==> run_1/met4.png <==
Scale bar: 100 µm. Cells faint in the background.
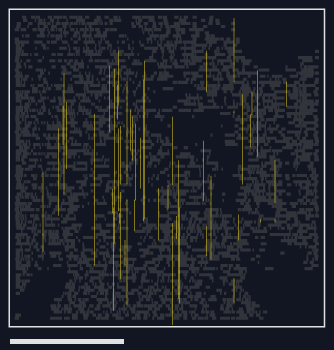
==> run_1/met2.png <==
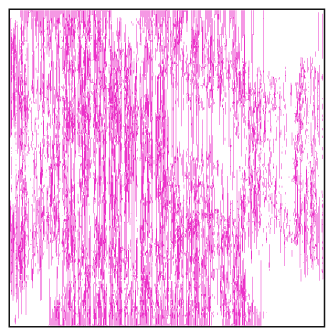
==> run_1/final_congestion.png <==
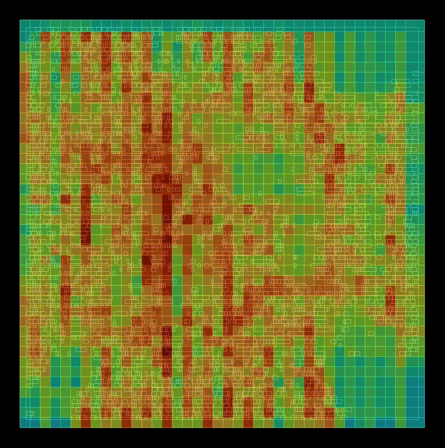
==> run_1/met1.png <==
Cells faint in the background.
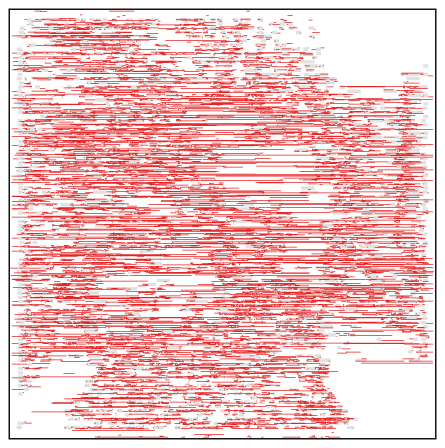
## src/rtl/gcd_job_scheduler_if.sv

```systemverilog
// Requester, response, engine CSR and status signals of the GCD job scheduler.
// The master modport is the scheduler's view; slave is the surrounding system.
interface gcd_job_scheduler_if #(
    parameter int NUM_REQ = 4
);
    localparam int ID_W = $clog2(NUM_REQ);

    logic [NUM_REQ-1:0]       req_valid;
    logic [NUM_REQ-1:0]       req_ready;
    logic [NUM_REQ-1:0][63:0] req_a;
    logic [NUM_REQ-1:0][63:0] req_b;

    logic                     rsp_valid;
    logic                     rsp_ready;
    logic [ID_W-1:0]          rsp_id;
    logic [63:0]              rsp_result;

    logic                     avm_read;
    logic                     avm_write;
    logic [2:0]               avm_address;
    logic [31:0]              avm_writedata;
    logic [31:0]              avm_readdata;

    logic                     busy;
    logic [31:0]              job_count;

    modport master (
        input  req_valid, req_a, req_b, rsp_ready, avm_readdata,
        output req_ready, rsp_valid, rsp_id, rsp_result,
               avm_read, avm_write, avm_address, avm_writedata, busy, job_count
    );

    modport slave (
        output req_valid, req_a, req_b, rsp_ready, avm_readdata,
        input  req_ready, rsp_valid, rsp_id, rsp_result,
               avm_read, avm_write, avm_address, avm_writedata, busy, job_count
    );
endinterface

```

## src/rtl/gcd_job_scheduler.sv

```systemverilog
// Round-robin front end sharing one CSR-mapped 64-bit GCD engine among NUM_REQ requesters.
// Zero operands are answered locally since the engine would never finish on them.
module gcd_job_scheduler #(
    parameter int NUM_REQ  = 4,
    parameter int POLL_GAP = 4
) (
    input  logic                  clock,
    input  logic                  reset_n,
    gcd_job_scheduler_if.master   bus
);
    localparam int ID_W = $clog2(NUM_REQ);
    localparam logic [7:0] GAP_LAST = (POLL_GAP > 0) ? 8'(POLL_GAP - 1) : 8'd0;

    typedef enum logic [3:0] {
        IDLE, WR_ALO, WR_AHI, WR_BLO, WR_BHI, POLL_RD, POLL_CHK, POLL_WAIT,
        RD_LO, RD_HI, CAP_HI, RESP
    } state_e;

    state_e          state_q, state_d;
    logic [63:0]     a_q, a_d, b_q, b_d;
    logic [ID_W-1:0] id_q, id_d, last_q, last_d;
    logic [7:0]      gap_q, gap_d;
    logic [31:0]     lo_q, lo_d;
    logic            rsp_valid_q, rsp_valid_d;
    logic [ID_W-1:0] rsp_id_q, rsp_id_d;
    logic [63:0]     rsp_result_q, rsp_result_d;
    logic            avm_read_q, avm_read_d, avm_write_q, avm_write_d;
    logic [2:0]      avm_addr_q, avm_addr_d;
    logic [31:0]     avm_wdata_q, avm_wdata_d;
    logic            busy_q, busy_d;
    logic [31:0]     job_cnt_q, job_cnt_d;

    logic            gnt_found;
    logic [ID_W-1:0] gnt_idx;
    logic [ID_W:0]   sum;

    // First valid requester after last_q, wrapping around NUM_REQ.
    always_comb begin
        gnt_found = 1'b0;
        gnt_idx   = '0;
        sum       = '0;
        for (int k = 1; k <= NUM_REQ; k++) begin
            sum = {1'b0, last_q} + (ID_W+1)'(k);
            if (sum >= (ID_W+1)'(NUM_REQ)) sum = sum - (ID_W+1)'(NUM_REQ);
            if (!gnt_found && bus.req_valid[sum[ID_W-1:0]]) begin
                gnt_found = 1'b1;
                gnt_idx   = sum[ID_W-1:0];
            end
        end
    end

    assign bus.req_ready = (reset_n && state_q == IDLE && gnt_found) ?
                           (NUM_REQ'(1) << gnt_idx) : '0;

    always_comb begin
        state_d      = state_q;
        a_d          = a_q;
        b_d          = b_q;
        id_d         = id_q;
        last_d       = last_q;
        gap_d        = gap_q;
        lo_d         = lo_q;
        rsp_valid_d  = rsp_valid_q;
        rsp_id_d     = rsp_id_q;
        rsp_result_d = rsp_result_q;
        job_cnt_d    = job_cnt_q;

        unique case (state_q)
            IDLE: if (gnt_found) begin
                a_d  = bus.req_a[gnt_idx];
                b_d  = bus.req_b[gnt_idx];
                id_d = gnt_idx;
                if (a_d == 64'd0 || b_d == 64'd0) begin
                    state_d      = RESP;
                    rsp_valid_d  = 1'b1;
                    rsp_id_d     = gnt_idx;
                    rsp_result_d = a_d | b_d;
                end else begin
                    state_d = WR_ALO;
                end
            end
            WR_ALO:  state_d = WR_AHI;
            WR_AHI:  state_d = WR_BLO;
            WR_BLO:  state_d = WR_BHI;
            WR_BHI:  state_d = POLL_RD;
            POLL_RD: state_d = POLL_CHK;
            POLL_CHK: begin
                if (bus.avm_readdata == 32'd0) state_d = RD_LO;
                else if (POLL_GAP == 0)         state_d = POLL_RD;
                else begin
                    state_d = POLL_WAIT;
                    gap_d   = GAP_LAST;
                end
            end
            POLL_WAIT: begin
                if (gap_q == 8'd0) state_d = POLL_RD;
                else               gap_d   = gap_q - 8'd1;
            end
            RD_LO: state_d = RD_HI;
            RD_HI: begin
                lo_d    = bus.avm_readdata;
                state_d = CAP_HI;
            end
            CAP_HI: begin
                state_d      = RESP;
                rsp_valid_d  = 1'b1;
                rsp_id_d     = id_q;
                rsp_result_d = {bus.avm_readdata, lo_q};
            end
            RESP: if (bus.rsp_ready) begin
                state_d      = IDLE;
                rsp_valid_d  = 1'b0;
                rsp_id_d     = '0;
                rsp_result_d = '0;
                job_cnt_d    = job_cnt_q + 32'd1;
                last_d       = id_q;
            end
            default: state_d = IDLE;
        endcase

        // Bus strobes are registered: decode them from the state being entered.
        avm_read_d  = 1'b0;
        avm_write_d = 1'b0;
        avm_addr_d  = 3'd0;
        avm_wdata_d = 32'd0;
        unique case (state_d)
            WR_ALO:  begin avm_write_d = 1'b1; avm_addr_d = 3'd1; avm_wdata_d = a_d[31:0];  end
            WR_AHI:  begin avm_write_d = 1'b1; avm_addr_d = 3'd2; avm_wdata_d = a_d[63:32]; end
            WR_BLO:  begin avm_write_d = 1'b1; avm_addr_d = 3'd3; avm_wdata_d = b_d[31:0];  end
            WR_BHI:  begin avm_write_d = 1'b1; avm_addr_d = 3'd4; avm_wdata_d = b_d[63:32]; end
            POLL_RD: begin avm_read_d  = 1'b1; avm_addr_d = 3'd0; end
            RD_LO:   begin avm_read_d  = 1'b1; avm_addr_d = 3'd1; end
            RD_HI:   begin avm_read_d  = 1'b1; avm_addr_d = 3'd2; end
            default: ;
        endcase
        busy_d = (state_d != IDLE);
    end

    always_ff @(posedge clock or negedge reset_n) begin
        if (!reset_n) begin
            state_q      <= IDLE;
            a_q          <= '0;
            b_q          <= '0;
            id_q         <= '0;
            last_q       <= ID_W'(NUM_REQ - 1);
            gap_q        <= '0;
            lo_q         <= '0;
            rsp_valid_q  <= 1'b0;
            rsp_id_q     <= '0;
            rsp_result_q <= '0;
            avm_read_q   <= 1'b0;
            avm_write_q  <= 1'b0;
            avm_addr_q   <= '0;
            avm_wdata_q  <= '0;
            busy_q       <= 1'b0;
            job_cnt_q    <= '0;
        end else begin
            state_q      <= state_d;
            a_q          <= a_d;
            b_q          <= b_d;
            id_q         <= id_d;
            last_q       <= last_d;
            gap_q        <= gap_d;
            lo_q         <= lo_d;
            rsp_valid_q  <= rsp_valid_d;
            rsp_id_q     <= rsp_id_d;
            rsp_result_q <= rsp_result_d;
            avm_read_q   <= avm_read_d;
            avm_write_q  <= avm_write_d;
            avm_addr_q   <= avm_addr_d;
            avm_wdata_q  <= avm_wdata_d;
            busy_q       <= busy_d;
            job_cnt_q    <= job_cnt_d;
        end
    end

    assign bus.rsp_valid     = rsp_valid_q;
    assign bus.rsp_id        = rsp_id_q;
    assign bus.rsp_result    = rsp_result_q;
    assign bus.avm_read      = avm_read_q;
    assign bus.avm_write     = avm_write_q;
    assign bus.avm_address   = avm_addr_q;
    assign bus.avm_writedata = avm_wdata_q;
    assign bus.busy          = busy_q;
    assign bus.job_count     = job_cnt_q;
endmodule

```

## src/flat_wrapper.sv

```systemverilog
// flat-port wrapper written by rule: the top's interface ports become plain ports
module gcd_job_scheduler_flat 
#(
    parameter int NUM_REQ  = 4,
    parameter int POLL_GAP = 4
)
  (clock, reset_n, bus_req_valid, bus_req_a, bus_req_b, bus_rsp_ready, bus_avm_readdata, bus_req_ready, bus_rsp_valid, bus_rsp_id, bus_rsp_result, bus_avm_read, bus_avm_write, bus_avm_address, bus_avm_writedata, bus_busy, bus_job_count);
  gcd_job_scheduler_if #(.NUM_REQ(NUM_REQ)) bus_i ();
  input  logic clock;
  input  logic reset_n;
  input wire logic [$bits(bus_i.req_valid)-1:0] bus_req_valid;
  input wire logic [$bits(bus_i.req_a)-1:0] bus_req_a;
  input wire logic [$bits(bus_i.req_b)-1:0] bus_req_b;
  input wire logic [$bits(bus_i.rsp_ready)-1:0] bus_rsp_ready;
  input wire logic [$bits(bus_i.avm_readdata)-1:0] bus_avm_readdata;
  output wire logic [$bits(bus_i.req_ready)-1:0] bus_req_ready;
  output wire logic [$bits(bus_i.rsp_valid)-1:0] bus_rsp_valid;
  output wire logic [$bits(bus_i.rsp_id)-1:0] bus_rsp_id;
  output wire logic [$bits(bus_i.rsp_result)-1:0] bus_rsp_result;
  output wire logic [$bits(bus_i.avm_read)-1:0] bus_avm_read;
  output wire logic [$bits(bus_i.avm_write)-1:0] bus_avm_write;
  output wire logic [$bits(bus_i.avm_address)-1:0] bus_avm_address;
  output wire logic [$bits(bus_i.avm_writedata)-1:0] bus_avm_writedata;
  output wire logic [$bits(bus_i.busy)-1:0] bus_busy;
  output wire logic [$bits(bus_i.job_count)-1:0] bus_job_count;
  assign bus_i.req_valid = bus_req_valid;
  assign bus_i.req_a = bus_req_a;
  assign bus_i.req_b = bus_req_b;
  assign bus_i.rsp_ready = bus_rsp_ready;
  assign bus_i.avm_readdata = bus_avm_readdata;
  assign bus_req_ready = bus_i.req_ready;
  assign bus_rsp_valid = bus_i.rsp_valid;
  assign bus_rsp_id = bus_i.rsp_id;
  assign bus_rsp_result = bus_i.rsp_result;
  assign bus_avm_read = bus_i.avm_read;
  assign bus_avm_write = bus_i.avm_write;
  assign bus_avm_address = bus_i.avm_address;
  assign bus_avm_writedata = bus_i.avm_writedata;
  assign bus_busy = bus_i.busy;
  assign bus_job_count = bus_i.job_count;
  gcd_job_scheduler #(.NUM_REQ(NUM_REQ), .POLL_GAP(POLL_GAP)) u_core (.clock(clock), .reset_n(reset_n), .bus(bus_i));
endmodule
```

## config.mk

```make
export PLATFORM = sky130hd
export DESIGN_NAME = gcd_job_scheduler_flat
export DESIGN_NICKNAME = d
export VERILOG_FILES = /design/src/rtl/gcd_job_scheduler_if.sv /design/src/rtl/gcd_job_scheduler.sv /design/src/flat_wrapper.sv
export SDC_FILE = /design/constraint.sdc
export NUM_CORES = 1
export LEC_CHECK = 0
export ABC_AREA = 1
export CAP_MARGIN = 0
export CORE_AREA = 4 4 271 273
export DETAILED_ROUTE_END_ITERATION = 6
export DIE_AREA = 0 0 275 277
export HOLD_SLACK_MARGIN = 0.05
export SYNTH_ARGS = -nofsm -noshare
export SYNTH_HDL_FRONTEND = slang
export SYNTH_SLANG_ARGS = --single-unit
```

## constraint.sdc

```tcl
create_clock -name clock -period 8.6 [get_ports clock]
set_clock_uncertainty 0.15 [all_clocks]
set_input_delay 1.29 -clock clock [delete_from_list [all_inputs] [get_ports clock]]
set_output_delay 1.29 -clock clock [all_outputs]
set_load 0.005 [all_outputs]
```

==> results.cfg, run 1 <==
; flow metrics
[cells_and_area]
comb_cells = 2261
sh_comb_area_pct = 35.73
buffers_excl_clock = 720
drive_above_1_share_pct = 3.576
final-clk-cell-share_pct = 4.705
layout.cells.non_filler = 4447
syn_to_final_growth_pct = 47.07
nClkBuffers = 56
final_nets = 4020
lay_top_count = nand2_1
dominant-cell-class = logic gates

[routing]
wl_met1_um = 45930
first_pass_iters = 7

[outcome]
outcome = finished, final reports clean

[die]
rows = 98
dieHeight_um = 277
tap-cell-count = 950
io_pins = 692
fp_util_pct = 26.88
die_w_um = 275

[synth]
yosys_warnings = 0
synth_cell_types = 44
area_leaders = dfrtp_1, nand2_1, nand3_1
top_cell_area_share_pct = 40.72
ys_ff = 313
ys_chip_area_um2 = 19110
synthArstFlopShare_pct = 100.0
flop_cell = dfrtp_1
postSynthCellCount = 2877
ys_seq_share_pct = 40.99
fp_nets = 3431

[global_routing]
grt_remaining_overflow = 0
antenna_found_initial = 8

[placed_design]
dpl.cell_count = 4375
dpl.hpwl_um = 88900
io_buffers = 691
place.gp.congestion = 0.9265
dpl_cell_area_um2 = 26780

[pwr]
seq_power_share_pct = 28.6
p_leak_nw = 13.24
power.internal_mw = 4.481
combPwrFrac_pct = 49.8
ir_drop_uv = 139.9
swShare_pct = 43.53
pwr-share-clk_pct = 21.6
powerDensity_nw_per_um2 = 282.3

[critical_path]
start_kind = primary input
reg2reg_to = u_core.bus.rsp_result[16]
crit_arrival_ns = 6.73
end_kind = flop
crit_end = u_core.bus.rsp_result[16]

[clock_tree]
post_cts_resized = 0
path_clk_slew_ns = 0.06
numCtsBuffers = 39
clock_path_buffers = 3
ctsHoldBuffers = 0
numClockSinks = 313

[sta]
setup_viol = 0
rsz0062_at_grt = no
tightest_slew_ns = 1.049
fin_tns_setup_ns = 0
setup_slack_ns = 2.169
fin_crit_sh_pct = 74.78
period_needed_ns = 6.431

[min_path]
min-delay-start = u_core.bus.job_count[31]
holdPathEnd = u_core.bus.job_count[31]

[run]
tool_warnings = 36
Back to the opening pictures, met4.png:
main direction: vertical
share of all routed wire: 2.5%
nets with wire on the layer: 38
DRT Wirelength: 110100 µm
via count: 21900

Back to the opening pictures, met2.png:
nets with wire on the layer: 3180
share of all routed wire: 49%
main direction: vertical
wire length on this layer: 53.5 mm
longest straight run: 157 µm
met2 Use GR: 47.73%

Back to the opening pictures, final_congestion.png:
grt met3 use: 5.129%
met1 Track Usage GR: 35.64%

Back to the opening pictures, met1.png:
wire length on this layer: 45.9 mm
nets with wire on the layer: 3648

[run 1: critical path: cells and delay by family]
kind | cells | cell delay, ns
AND-OR/OR-AND | 1 | 0.16
buffers and inverters | 6 | 2.19
AND/OR/NAND/NOR | 20 | 2.90
[run 1: logic make-up after synthesis]
logic type / after synthesis / synth area share (%)
xor+xnor: 31 / 1.421
flops: 313 / 40.99
compound gates: 351 / 11.24
buf+inv: 303 / 6.801
simple gates: 1876 / 39.35
fa+ha+maj: 3 / 0.1964
[run 1: sequential cells by signal, summed over array words and instances (netlist names), 2 cells and up]
register,count
u_core.lo_q,32
u_core.state_q,4
u_core.bus.avm_writedata,32
u_core.gap_q,8
u_core.bus.rsp_result,64
u_core.last_q,2
u_core.bus.rsp_id,2
u_core.b_q,64
u_core.id_q,2
u_core.a_q,64
u_core.bus.job_count,32
u_core.bus.avm_address,3
[run 1: power groups by stage]
stage	logic (mW)	clock network, mW	registers [mW]
floorplan	1.95	0	2.25
global placement	3.91	0	2.28
detailed placement	3.93	0	2.29
CTS	3.94	1.74	2.27
global route	4.25	1.80	2.32
finish	3.95	1.72	2.27
[run 1: Yosys cell counts, types with 5 or more instances]
| cell type | count |
|---|---|
| inv_2 | 5 |
| nor3_1 | 13 |
| nor2_1 | 246 |
| xnor2_1 | 9 |
| nand3_1 | 240 |
| nand2_1 | 1337 |
| o21a_1 | 34 |
| buf_4 | 11 |
| o21ai_0 | 142 |
| xor2_1 | 22 |
| clkbuf_1 | 66 |
| inv_1 | 125 |
| nand4_1 | 13 |
| dfrtp_1 | 311 |
| nor4_1 | 8 |
| a22o_1 | 32 |
| a31oi_1 | 129 |
| buf_1 | 14 |
| a21oi_1 | 5 |
| buf_2 | 78 |
## Run 2: what changed since run 1
==> constraint.sdc (replaced) <==
create_clock -name clock -period 5.5 [get_ports clock]
set_clock_uncertainty 0.15 [all_clocks]
set_input_delay 0.825 -clock clock [delete_from_list [all_inputs] [get_ports clock]]
set_output_delay 0.825 -clock clock [all_outputs]
set_load 0.005 [all_outputs]
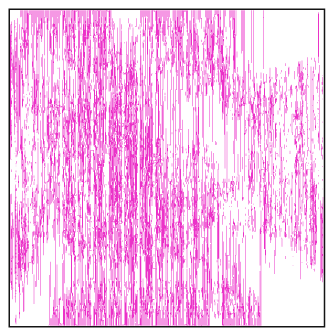
(run_2/met2.png)
share of all routed wire: 48%
wire length on this layer: 53.2 mm
longest straight run: 132 µm
met2 Use GR: 47.64%
via count: 22135
DRT Wirelength: 111400 µm

==> run 2 against run 1 <==
Compared with the run above: non-clock buffer count increased by 28; design area up 1.3%; synthesized cell count is the same; die area unchanged; critical path type is now primary input to primary output; largest power group unchanged.
==> results.cfg, run 2 <==
; flow metrics
[die]
fp_util_pct = 26.88
die_w_um = 275
dieHeight_um = 277
design.core.area_um2 = 71120
io_pins = 692
rows = 98
chip_area_um2 = 76180

[sta]
slew_violations = 0
setup_viol = 0
rsz0062_at_grt = no
timing.slew.headroom_pct = 24.09
period_needed_ns = 4.984
fin_crit_sh_pct = 90.62
fin_tns_setup_ns = 0
hold_viol_final = 0
tightest_slew_ns = 1.137
fmax_ghz = 0.2006

[synth]
synth_dominant_cell_count = nand2_1
flop_cell = dfrtp_1
synth_area_per_cell_um2 = 6.643
fp_nets = 3431
top_cell_area_share_pct = 40.72
synth_cell_types = 44
postSynthCellCount = 2877
area_leaders = dfrtp_1, nand2_1, nand3_1
yosys_warnings = 0
yosys-stat-cells = 2877
ys_seq_share_pct = 40.99
yosys.area.top_type = dfrtp_1
yosys-top-cells-count = nand2_1, dfrtp_1, nor2_1
ys_chip_area_um2 = 19110
edf_count = 0
netlist_area_um2 = 19110
synthArstFlopShare_pct = 100.0
ys_ff = 313

[pwr]
combPwrFrac_pct = 49.8
p_sw_mw = 5.447
powerDensity_nw_per_um2 = 443.4
power.internal_mw = 7.178
pwr-share-clk_pct = 22.2
swShare_pct = 43.14
p_seq_mw = 3.54
power_leader = combinational cells
clock_power_mw = 2.80
p_comb_mw = 6.29
ir_drop_uv = 236.3
p_leak_nw = 13.44
seq_power_share_pct = 28.0

[global_routing]
grt_max_degree = 133
antenna_found_initial = 5
grt_remaining_overflow = 0
grt_usage_pct = 27.92
grt_pass1_wl_um = 153800
first_global_vias = 21564

[routing]
drtAntennaViolNets = 0
wl_per_cell_um = 24.89
drc = 0
first_pass_iters = 6
via_per_inst = 4.945
first_iter_violations = 2097

[outcome]
outcome = finished, final reports clean

[critical_path]
path_class = primary input to primary output
worstReg2RegStart = u_core.last_q[0]
end_kind = primary output
cp.required_ns = 4.53
path_delay_family = buffers and inverters
cp_num_buf_inv = 5
slowest_stage = clkdlybuf4s50_1
crit_path_frequent_cell = nand2_1
start_kind = primary input
max_stage_delay_ns = 0.54
crit_fanout = 132
crit_chain = clkdlybuf4s50_1 -> inv_1 -> nand2_1 -> o21ai_0 -> nand2_1 -> o21ai_1 -> nand3_4 -> buf_12 -> nand2_1 -> inv_8 -> nand2_1 -> nor3_1 -> clkdlybuf4s50_1
crit_arrival_ns = 4.01
cp-startpoint = bus_req_valid[1]

[placed_design]
place.gp.congestion = 0.9925
io_buffers = 691
dpl.hpwl_um = 90780
dpl.cell_count = 4402

[clock_tree]
numCtsBuffers = 38
numClockSinks = 313
clock_path_buffers = 3
cts_root_buf = clkbuf_16
cts_tree = yes
path_clk_slew_ns = 0.06
postCtsSetupBuffers = 0
post_cts_resized = 0
insertion_delay_ns = 0.58
h-tree-depth = 2
ctsHoldBuffers = 1

[cells_and_area]
layout.cells.non_filler = 4476
syn_to_final_growth_pct = 48.98
lay_top_count = nand2_1
final_nets = 4047
drive_above_1_share_pct = 4.315
layout_top_cells = nand2_1, clkdlybuf4s50_1, dfrtp_1

[run]
tool_warnings = 36
maxCapViolCount = 0

[min_path]
hold_class = flop to flop
min-delay-start = u_core.bus.job_count[31]
[run 2: final cells by class]
class	instances	area (µm²)
Antenna cell	3	7.507
Clock buffer	48	1028
Clock inverter	22	329.1
Fill cell	7492	42640
Inverter	131	503.0
Multi-Input combinational cell	2261	10040
Sequential cell	313	7835
Tap cell	950	1189
Timing Repair Buffer	748	7540
[run 2: final timing paths]
check | end | slack [ns] | cells past startpoint
worst max-delay path | bus_req_ready[2] | 0.52 | 13
worst min register to register | u_core.bus.job_count[31] | 0.32 | 1
worst min-delay path | u_core.bus.job_count[31] | 0.32 | 1
max in group asynchronous | u_core.b_q[40] | 2.38 | 4
min in group asynchronous | u_core.bus.job_count[27] | 0.64 | 2
worst max register to register | u_core.bus.avm_writedata[6] | 0.59 | 25
[run 2: layer usage]
layer | routed length (µm) | track usage, %
met5 | 22 | 0
met4 | 3837 | 8.101
met3 | 8747 | 5.502
met2 | 53160 | 47.64
met1 | 45640 | 35.81
[run 2: cells by family after synthesis]
kind of cell	after synthesis	share of synthesized area, %
DFF	313	40.99
buffers and inverters	303	6.801
xor gates and xnor gates	31	1.421
and+or+nand+nor	1876	39.35
AOI/OAI and AO/OA	351	11.24
adders and majority gates	3	0.1964
[run 2: through the flow]
| stage | hold slack (ns) | worst slack, ns | total power, mW | util [%] | instance area [µm²] |
|---|---|---|---|---|---|
| floorplan | 0.3034 | 1.613 | 6.555 | - | 19110 |
| global placement | 0.3118 | 0.1593 | 9.749 | 38.11 | 27100 |
| detailed placement | 0.3142 | 0.1099 | 9.781 | 38.11 | 27100 |
| CTS | 0.3291 | 0.5261 | 12.61 | 40.03 | 28470 |
| global route | 0.3337 | 0.2216 | 13.28 | 40.03 | 28470 |
| finish | 0.3197 | 0.5160 | 12.63 | 40.04 | 28470 |
No activity file was given, so power comes from the tool's default toggle rates.
